Fig. 1: drive-strength map
(6 px per um)
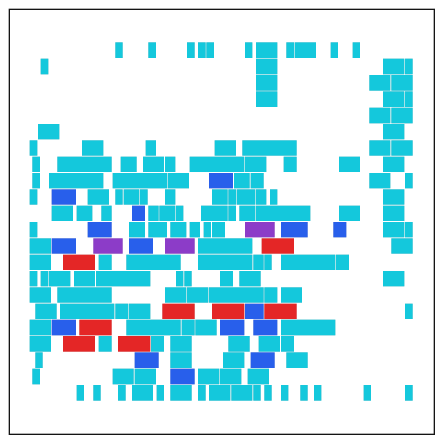
Fig. 2: cell density map
(6 px per um) The die is cut into 7 by 7 equal tiles; dark blue is low, red is high, 0 to 100% covered.
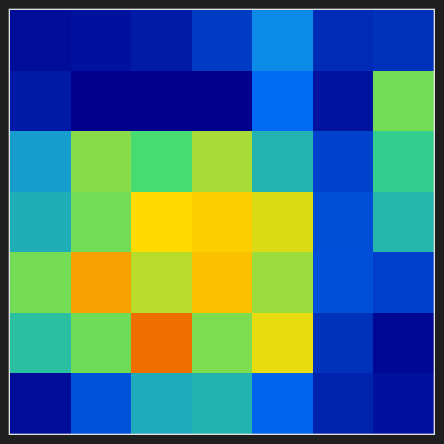
Fig. 3: I/O nets highlighted
(6 px per um)
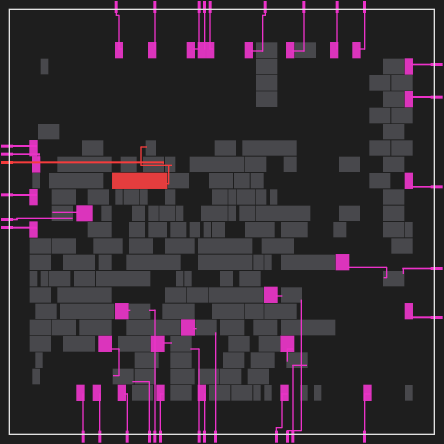
Fig. 4: M1 wires
(8 px per um) Supply wires on this layer in grey. Cells faint in the background.
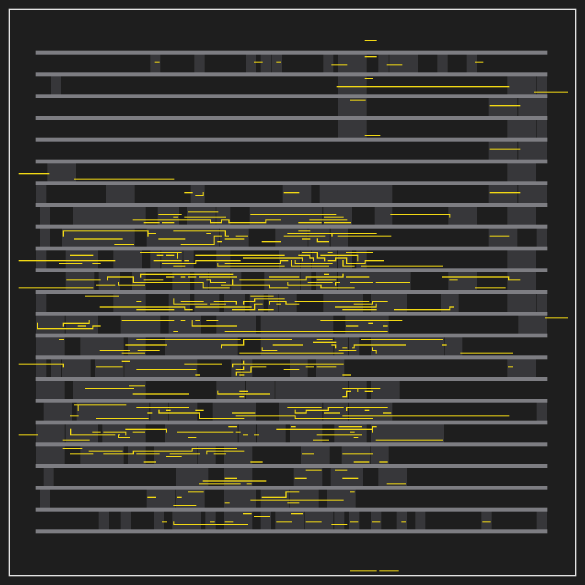
Fig. 5: placed standard cells
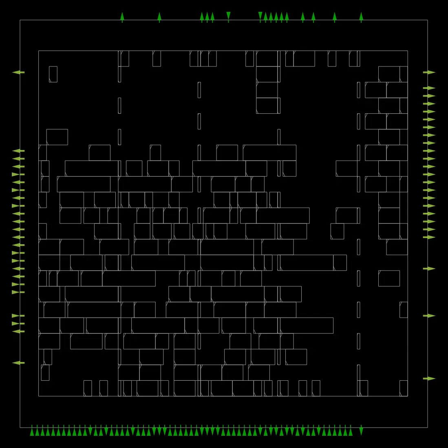
## src/rtl/uart_tx_arb_pkg.sv

```systemverilog
// Shared types and UART register offsets for the UART transmit arbiter.
package uart_tx_arb_pkg;

    typedef enum logic [2:0] {
        S_IDLE,
        S_ARB,
        S_POLL,
        S_POLL_GAP,
        S_WRITE,
        S_WRITE_GAP,
        S_SEND,
        S_SEND_GAP
    } arb_state_t;

    localparam logic [31:0] OFF_TX_FULL = 32'h0000_000C;
    localparam logic [31:0] OFF_TX_SEND = 32'h0000_0010;
    localparam logic [31:0] OFF_TX_FIFO = 32'h0000_0014;
    localparam logic [31:0] TX_SEND_CMD = 32'h0000_0001;

    function automatic logic [31:0] fifo_word(input logic [7:0] b);
        return {24'b0, b};
    endfunction

endpackage

```

## src/rtl/uart_tx_arbiter_rr.sv

```systemverilog
// Combinational round-robin picker: first requester after last_ptr wins.
module rr_arbiter #(
    parameter int NUM_REQ = 2
) (
    input  logic [NUM_REQ-1:0]         req,
    input  logic [$clog2(NUM_REQ)-1:0] last_ptr,
    output logic [NUM_REQ-1:0]         grant_oh,
    output logic [$clog2(NUM_REQ)-1:0] grant_idx
);

    localparam int IDW = $clog2(NUM_REQ);

    int idx;

    // Scan from last_ptr+1 with wrap; the previous winner is examined last.
    always_comb begin
        grant_oh  = '0;
        grant_idx = '0;
        idx       = 0;
        for (int off = 1; off <= NUM_REQ; off++) begin
            idx = int'(last_ptr) + off;
            if (idx >= NUM_REQ) begin
                idx = idx - NUM_REQ;
            end
            for (int i = 0; i < NUM_REQ; i++) begin
                if (i == idx && req[i] && grant_oh == '0) begin
                    grant_oh[i] = 1'b1;
                    grant_idx   = IDW'(i);
                end
            end
        end
    end

endmodule

```

## src/rtl/uart_tx_arbiter.sv

```systemverilog
// Packet-granular round-robin master for the MMIO UART transmit window.
// Optional owner-idle timeout is compiled in with `define UART_ARB_TIMEOUT_EN.
module uart_tx_arbiter
    import uart_tx_arb_pkg::*;
#(
    parameter int          NUM_REQ        = 2,
    parameter logic [31:0] BASE_ADDR      = 32'hFFFF_0120,
    parameter int          TIMEOUT_CYCLES = 1024
) (
    input  logic                       sys_clk,
    input  logic                       rst_n,
    input  logic [NUM_REQ-1:0]         req_valid,
    input  logic [8*NUM_REQ-1:0]       req_data,
    input  logic [NUM_REQ-1:0]         req_last,
    output logic [NUM_REQ-1:0]         req_ready,
    output logic                       m_read,
    output logic                       m_write,
    output logic [31:0]                m_addr,
    output logic [31:0]                m_wdata,
    input  logic                       m_done,
    input  logic [31:0]                m_rdata,
    output logic [$clog2(NUM_REQ)-1:0] grant_id,
    output logic                       busy,
    output logic                       timeout_flag
);

    localparam int IDW = $clog2(NUM_REQ);

    arb_state_t       state, state_next;
    logic [IDW-1:0]   rr_ptr;
    logic [IDW-1:0]   arb_idx;
    logic [NUM_REQ-1:0] arb_onehot;
    logic             arb_valid;
    logic             full_q;
    logic             last_q;
    logic [7:0]       data_q;
    logic             owner_valid;
    logic             owner_last;
    logic [7:0]       owner_byte;
    logic             tmo_hit;
    logic             unused_rdata;

    assign unused_rdata = ^m_rdata[31:1];

    rr_arbiter #(
        .NUM_REQ (NUM_REQ)
    ) u_rr (
        .req       (req_valid),
        .last_ptr  (rr_ptr),
        .grant_oh  (arb_onehot),
        .grant_idx (arb_idx)
    );

    assign arb_valid   = |arb_onehot;
    assign owner_valid = req_valid[grant_id];
    assign owner_last  = req_last[grant_id];
    assign owner_byte  = req_data[{grant_id, 3'b000} +: 8];

`ifdef UART_ARB_TIMEOUT_EN
    localparam int TCW = $clog2(TIMEOUT_CYCLES + 1);

    logic [TCW-1:0] tmo_cnt;
    logic           tmo_idle;

    assign tmo_idle = busy && (state == S_POLL_GAP) && !owner_valid;
    assign tmo_hit  = tmo_idle && (tmo_cnt == TCW'(TIMEOUT_CYCLES - 1));

    // Idle time of a stalled owner; any accepted byte restarts the count.
    always_ff @(posedge sys_clk or negedge rst_n) begin
        if (!rst_n) begin
            tmo_cnt      <= '0;
            timeout_flag <= 1'b0;
        end else begin
            if (state == S_IDLE || (state == S_WRITE && m_done)) begin
                tmo_cnt <= '0;
            end else if (tmo_idle) begin
                tmo_cnt <= tmo_cnt + TCW'(1);
            end
            if (tmo_hit) begin
                timeout_flag <= 1'b1;
            end
        end
    end
`else
    localparam int unused_timeout = TIMEOUT_CYCLES;

    assign tmo_hit      = 1'b0;
    assign timeout_flag = 1'b0;
`endif

    always_ff @(posedge sys_clk or negedge rst_n) begin
        if (!rst_n) begin
            state    <= S_IDLE;
            rr_ptr   <= '0;
            grant_id <= '0;
            busy     <= 1'b0;
            full_q   <= 1'b0;
            last_q   <= 1'b0;
            data_q   <= '0;
        end else begin
            state <= state_next;
            case (state)
                S_ARB: begin
                    if (arb_valid) begin
                        grant_id <= arb_idx;
                        busy     <= 1'b1;
                    end
                end
                S_POLL: begin
                    if (m_done) begin
                        full_q <= m_rdata[0];
                    end
                end
                S_POLL_GAP: begin
                    if (state_next == S_WRITE) begin
                        data_q <= owner_byte;
                    end
                end
                S_WRITE: begin
                    if (m_done) begin
                        last_q <= owner_last;
                    end
                end
                S_SEND: begin
                    if (m_done) begin
                        rr_ptr <= grant_id;
                        busy   <= 1'b0;
                    end
                end
                default: ;
            endcase
        end
    end

    // Every access holds until m_done and is followed by one idle gap state.
    always_comb begin
        state_next = state;
        m_read     = 1'b0;
        m_write    = 1'b0;
        m_addr     = '0;
        m_wdata    = '0;
        req_ready  = '0;
        case (state)
            S_IDLE: begin
                if (|req_valid) begin
                    state_next = S_ARB;
                end
            end
            S_ARB: begin
                state_next = arb_valid ? S_POLL : S_IDLE;
            end
            S_POLL: begin
                m_read = 1'b1;
                m_addr = BASE_ADDR + OFF_TX_FULL;
                if (m_done) begin
                    state_next = S_POLL_GAP;
                end
            end
            S_POLL_GAP: begin
                if (tmo_hit) begin
                    state_next = S_SEND;
                end else if (full_q) begin
                    state_next = S_POLL;
                end else if (owner_valid) begin
                    state_next = S_WRITE;
                end
            end
            S_WRITE: begin
                m_write = 1'b1;
                m_addr  = BASE_ADDR + OFF_TX_FIFO;
                m_wdata = fifo_word(data_q);
                if (m_done) begin
                    req_ready[grant_id] = 1'b1;
                    state_next          = S_WRITE_GAP;
                end
            end
            S_WRITE_GAP: begin
                state_next = last_q ? S_SEND : S_POLL;
            end
            S_SEND: begin
                m_write = 1'b1;
                m_addr  = BASE_ADDR + OFF_TX_SEND;
                m_wdata = TX_SEND_CMD;
                if (m_done) begin
                    state_next = S_SEND_GAP;
                end
            end
            S_SEND_GAP: begin
                state_next = S_IDLE;
            end
            default: begin
                state_next = S_IDLE;
            end
        endcase
    end

endmodule

```

## config.mk

```make
export PLATFORM = sky130hd
export DESIGN_NAME = uart_tx_arbiter
export DESIGN_NICKNAME = d
export VERILOG_FILES = /design/src/rtl/uart_tx_arb_pkg.sv /design/src/rtl/uart_tx_arbiter_rr.sv /design/src/rtl/uart_tx_arbiter.sv
export SDC_FILE = /design/constraint.sdc
export NUM_CORES = 1
export LEC_CHECK = 0
export CAP_MARGIN = 0
export CORE_MARGIN = 3
export CORE_UTILIZATION = 33
export DETAILED_ROUTE_END_ITERATION = 8
export GPL_ROUTABILITY_DRIVEN = 1
export PLACE_DENSITY = 0.86
export SKIP_CTS_REPAIR_TIMING = 1
export SLEW_MARGIN = 20
export SYNTH_ARGS = -nofsm -noshare
export SYNTH_HDL_FRONTEND = slang
export SYNTH_HIERARCHICAL = 1
export SYNTH_SLANG_ARGS = --single-unit
```

## constraint.sdc

```tcl
create_clock -name sys_clk -period 4.9 [get_ports sys_clk]
set_input_delay 0.735 -clock sys_clk [delete_from_list [all_inputs] [get_ports sys_clk]]
set_output_delay 0.735 -clock sys_clk [all_outputs]
set_load 0.05 [all_outputs]
```

==> summary.txt <==
Notes from the flow run.

Hold path:
- For the worst min-delay path, the startpoint reported by OpenROAD is data_q[4]$_DFFE_PN0P_.
- The run gives the worst hold path depth as 1.
- The run gives the sink of the worst hold path as data_q[4]$_DFFE_PN0P_.
- The most critical min-delay path falls under reg2reg.

STA:
- The run puts the share of the clock period used by the worst path after layout at 65.2%.
- Across all setup checks in the final design, the least slack found is 1.71 ns.
- The run gives the worst clock skew as 0.00388 ns.
- The worst pin sits at a relative slew slack of 50.8%.
- The run puts the post-layout minimum cycle time at 3.19 ns.
- The run gives the count of final hold-check violations as 0.
- Setup repair after global routing left no endpoint under its margin.
- The run puts the summed negative setup slack over all endpoints at 0 ns.
- The run gives the achievable frequency as 0.313 GHz.
- Hold timing on the final database bottoms out at a slack of 0.499 ns.
- The pin closest to its max-slew limit shows a slew of 0.736 ns.
- The run puts the max-slew violation count at 0.
- The run puts the total setup violations reported at the end of the flow at 0.

Yosys:
- Of the post-synthesis cell area, the dominant cell type holds 29.4%.
- Among all flip-flop cells after synthesis, the most frequent one is sky130_fd_sc_hd__dfrtp_1.
- For this run the top cell type by instance count after synthesis was sky130_fd_sc_hd__buf_4.
- Sorting the synthesized cells by area gives the leading types as sky130_fd_sc_hd__buf_4 29%, sky130_fd_sc_hd__dfrtp_1 29%, sky130_fd_sc_hd__mux2_2 9.0%, sky130_fd_sc_hd__mux2_4 8.7%, sky130_fd_sc_hd__and2_1 3.2%.
- For this run, the number of Yosys warnings is 6.
- After synthesis, flip-flops and latches occupy 29.1% of the total area.
- The run gives the area of the mapped netlist as 1380 um^2.
- The run puts the register bit count reported by yosys at 16.
- The synthesized netlist contains 31 unique library cells.
- In the synthesized netlist the async set-or-reset flop fraction comes to 100%.
- The run gives the number of enable flip-flop cells as 0.
- Looking at area per cell type in the netlist, the leader is sky130_fd_sc_hd__buf_4.
- The run puts the post-synthesis average cell area at 9.63 um^2.
- The run puts the total cells reported by yosys after synthesis at 143.
- The run puts the yosys synthesis chip area at 1380 um^2.
- The run puts the cell count after synthesis at 143.
- Counting instances in the post-synthesis netlist gives the leading cell types as 54 x sky130_fd_sc_hd__buf_4, 16 x sky130_fd_sc_hd__dfrtp_1, 11 x sky130_fd_sc_hd__mux2_2.

Route:
- The first TritonRoute pass finished after 4 iterations.
- Per the detail_route report, vias per standard cell equal 4.27.
- The run gives the via count as 973.
- The run gives the total routed wirelength as 2.90 mm.
- The run puts the count of routing violations after the opening detailed-route iteration at 11.
- The run gives the average wire length per cell after detail routing as 12.7 um.
- The count of nets left with antenna violations once routing finished came out at 0.
- The run puts the number of remaining DRC errors at 0.

Critical path:
- The run puts the required time reported for the critical path endpoint at 4.16 ns.
- On the critical path, the stage with the largest delay is an instance of sky130_fd_sc_hd__clkdlybuf4s50_1.
- The run gives the origin of the critical flop-to-flop path as grant_id$_DFFE_PN0P_.
- Broken down by cell family, the worst path's largest delay share belongs to simple AND/OR/NAND/NOR gates.
- STA classifies the critical path endpoint as an output pin.
- Per the timing report, the biggest fanout along the worst path comes to 14.
- The run puts the number of cells on the worst reg-to-reg path at 3.
- The run gives the data arrival at the endpoint of the critical path as 2.46 ns.
- For flop-to-flop paths, the worst setup slack is 2.86 ns.
- The run gives the category of the worst setup path launch point as a flip-flop.
- Along the critical path, the tally of buffer and inverter instances is 1.
- Per STA, the worst path is made up of nor3b_2, and3_1, clkdlybuf4s50_1.
- All stages included, the depth of the critical timing path comes to 3.
- The run gives the delay of the slowest cell on the worst path as 0.81 ns.
- For reference, the most critical setup path is categorized as reg2out.
- The capture point of the worst register-to-register path is recorded as data_q[0]$_DFFE_PN0P_.

Placement:
- The post-placement cell area is 1720 um^2.
- The run puts the routability congestion estimate from global placement at 0.783.
- Counting tap cells, the placed design contains a total of 225 instances.
- The run puts the final HPWL from detailed placement at 2.26 mm.
- The run puts the placement-stage worst setup slack at 1.66 ns.
- The run gives the number of input and output port buffers inserted as 58.

Power and ir drop:
- Per the summary, power density relative to cell area is 846 nW/um^2.
- Per the power-grid run, VDD falls by no more than 0.000405 V.
- The run puts the total power at 1.49 mW.
- The run puts the leakage dissipation at 0.793 nW.

GRT:
- The via count of the first global-routing pass is 901.
- The run gives the global-route wire length before repair as 4.40 mm.
- Entering global routing, the biggest net connects 19 pins.
- The run gives the combined global-route utilization of all metal layers as 10.8%.
- The run puts the number of antenna violations at the first check in global routing at 0.
- The global route stage reports its total congestion overflow as 0.

Run:
- The run puts the max-cap violation count at 0.
- The run gives the total number of warnings across the stage logs as 57.

Clock tree:
- TritonCTS built the clock tree.
- The run puts the total clock buffers created by CTS at 3.
- The run gives the depth of the CTS H-tree as 1.
- Per the post-CTS timing run, clock transition at the registers of the reported paths is 0.06 ns.
- The run gives the number of clock sinks seen by CTS as 16.
- Per the skew report, the later register of the worst-skew pair sees a clock latency of 0.24 ns.
- Clock tree synthesis selected as its root buffer the cell sky130_fd_sc_hd__clkbuf_8.
- The run puts the clock tree buffer depth at 2.

Floorplanning:
- From left edge to right edge, the die measures 70.6 um.
- The run gives the placeable core area as 3830 um^2.
- The run puts the total die size at 4990 um^2.
- The run gives the number of cell rows as 22.
- From bottom edge to top edge, the die measures 70.6 um.
- The floorplan report gives the top-level pin count as 126.
- The run gives the floorplan utilization as 36.0%.

Layout:
- The run gives the net count reported at finish as 237.
- The run puts the fraction of the core area covered by cells at the end of the flow at 46.1%.
- The run puts the area added between synthesis and finish at 28.2%.
- For this run, the script counts the antenna cells in the layout as 0.
- The run gives the area of all placed cells without fillers as 1770 um^2.
- The run puts the number of standard cells in the layout, taps in and fillers out at 228.
- The run puts the proportion of layout cells with a drive suffix above 1 at 14.4%.

Outcome:
- The run finished with clean final reports.
Notes on Fig. 1 above:
legend:
  purple:
    size: _6 and larger
    cells: 3
  blue:
    size: _2 cells
    cells: 15
  red:
    size: _3 and _4 cells
    cells: 8
  cyan:
    size: _0 and _1 cells
    cells: 154

Notes on Fig. 2 above:
nearly empty tiles: 8.2%
densest ninth of the die: centre
fullest tile: 87%

Notes on Fig. 3 above:
legend:
  magenta:
    port: `m_wdata`
    direction: output
    end_cells: 32
    buffers: 8
    wire: 287 um
  red:
    port: `busy`
    direction: output
    end_cells: 1
    buffers: 1
    wire: 37.8 um

Notes on Fig. 4 above:
main direction: horizontal
longest straight run: 21.4 um
wire length on this layer: 1080 um

Notes on Fig. 5 above:
# fillers: 369
fraction of standard cell area that is sequential: 22.7%

[per-layer routing]
metal / vias up / global-route usage [%] / share of wire [%]
met5: - / 0 / 0
met4: 0 / 1.25 / 0.31
met3: 2 / 3.84 / 9.8
met2: 53 / 19.9 / 53
met1: 459 / 12.4 / 37
li1: 459 / - / -
[cells by family after synthesis]
logic type / share of synthesized area (%)
buffers and inverters: 32.3
muxes: 19.2
DFF: 29.1
and+or+nand+nor: 12.1
other: 0.272
AOI/OAI and AO/OA: 7.08
[registers in the layout, indices dropped and copies added (netlist names)]
register,cells
grant_id,1
full_q,1
last_q,1
data_q,8
busy,1
state,3
rr_ptr,1
[how the worst max path moves through the flow]
stage / startpoint / endpoint / slack, ns
detailed placement: state[1]$_DFF_PN0_ / m_addr[23] / 1.66
global route: state[1]$_DFF_PN0_ / m_addr[23] / 1.53
CTS: state[1]$_DFF_PN0_ / m_addr[23] / 1.34
floorplan: state[0]$_DFF_PN0_ / m_addr[16] / 1.80
finish: state[0]$_DFF_PN0_ / req_ready[1] / 1.71
global placement: state[0]$_DFF_PN0_ / req_ready[1] / 1.55
[final cells by class]
class	instances	area (um^2)	area share, %
Timing Repair Buffer	58	581	32.9
Tap cell	48	60.1	3.40
Inverter	3	11.3	0.638
Clock buffer	3	41.3	2.34
Sequential cell	16	400	22.7
Multi-Input combinational cell	100	672	38.1
[layout by cell type (no fill, tap or decap), drive strengths merged]
cell,netlist,routed
clkdlybuf4s50,0,58
or2,2,2
inv,3,3
o21bai,1,1
clkbuf,2,3
nor2b,1,1
nor2,5,5
a21oi,5,5
and3,1,1
nand3,3,3
o21ai,1,1
and2b,1,1
nor4b,1,1
mux2i,2,2
o211ai,1,1
and4bb,1,1
a21boi,4,4
nand2b,2,2
and2,7,7
nand2,2,2
a31oi,1,1
nor3b,2,2
conb,1,36
mux2,19,19
o21a,1,1
o221ai,1,1
dfrtp,16,16
[where the power goes]
| group | switching (mW) | internal, mW | total [mW] | leakage [nW] |
|---|---|---|---|---|
| registers | 0.0804 | 0.197 | 0.278 | 0.194 |
| logic | 0.730 | 0.390 | 1.12 | 0.578 |
| clock network | 0.0413 | 0.0544 | 0.0956 | 0.0216 |
| total | 0.851 | 0.642 | 1.49 | 0.793 |
No activity file was given, so power comes from the tool's default toggle rates.
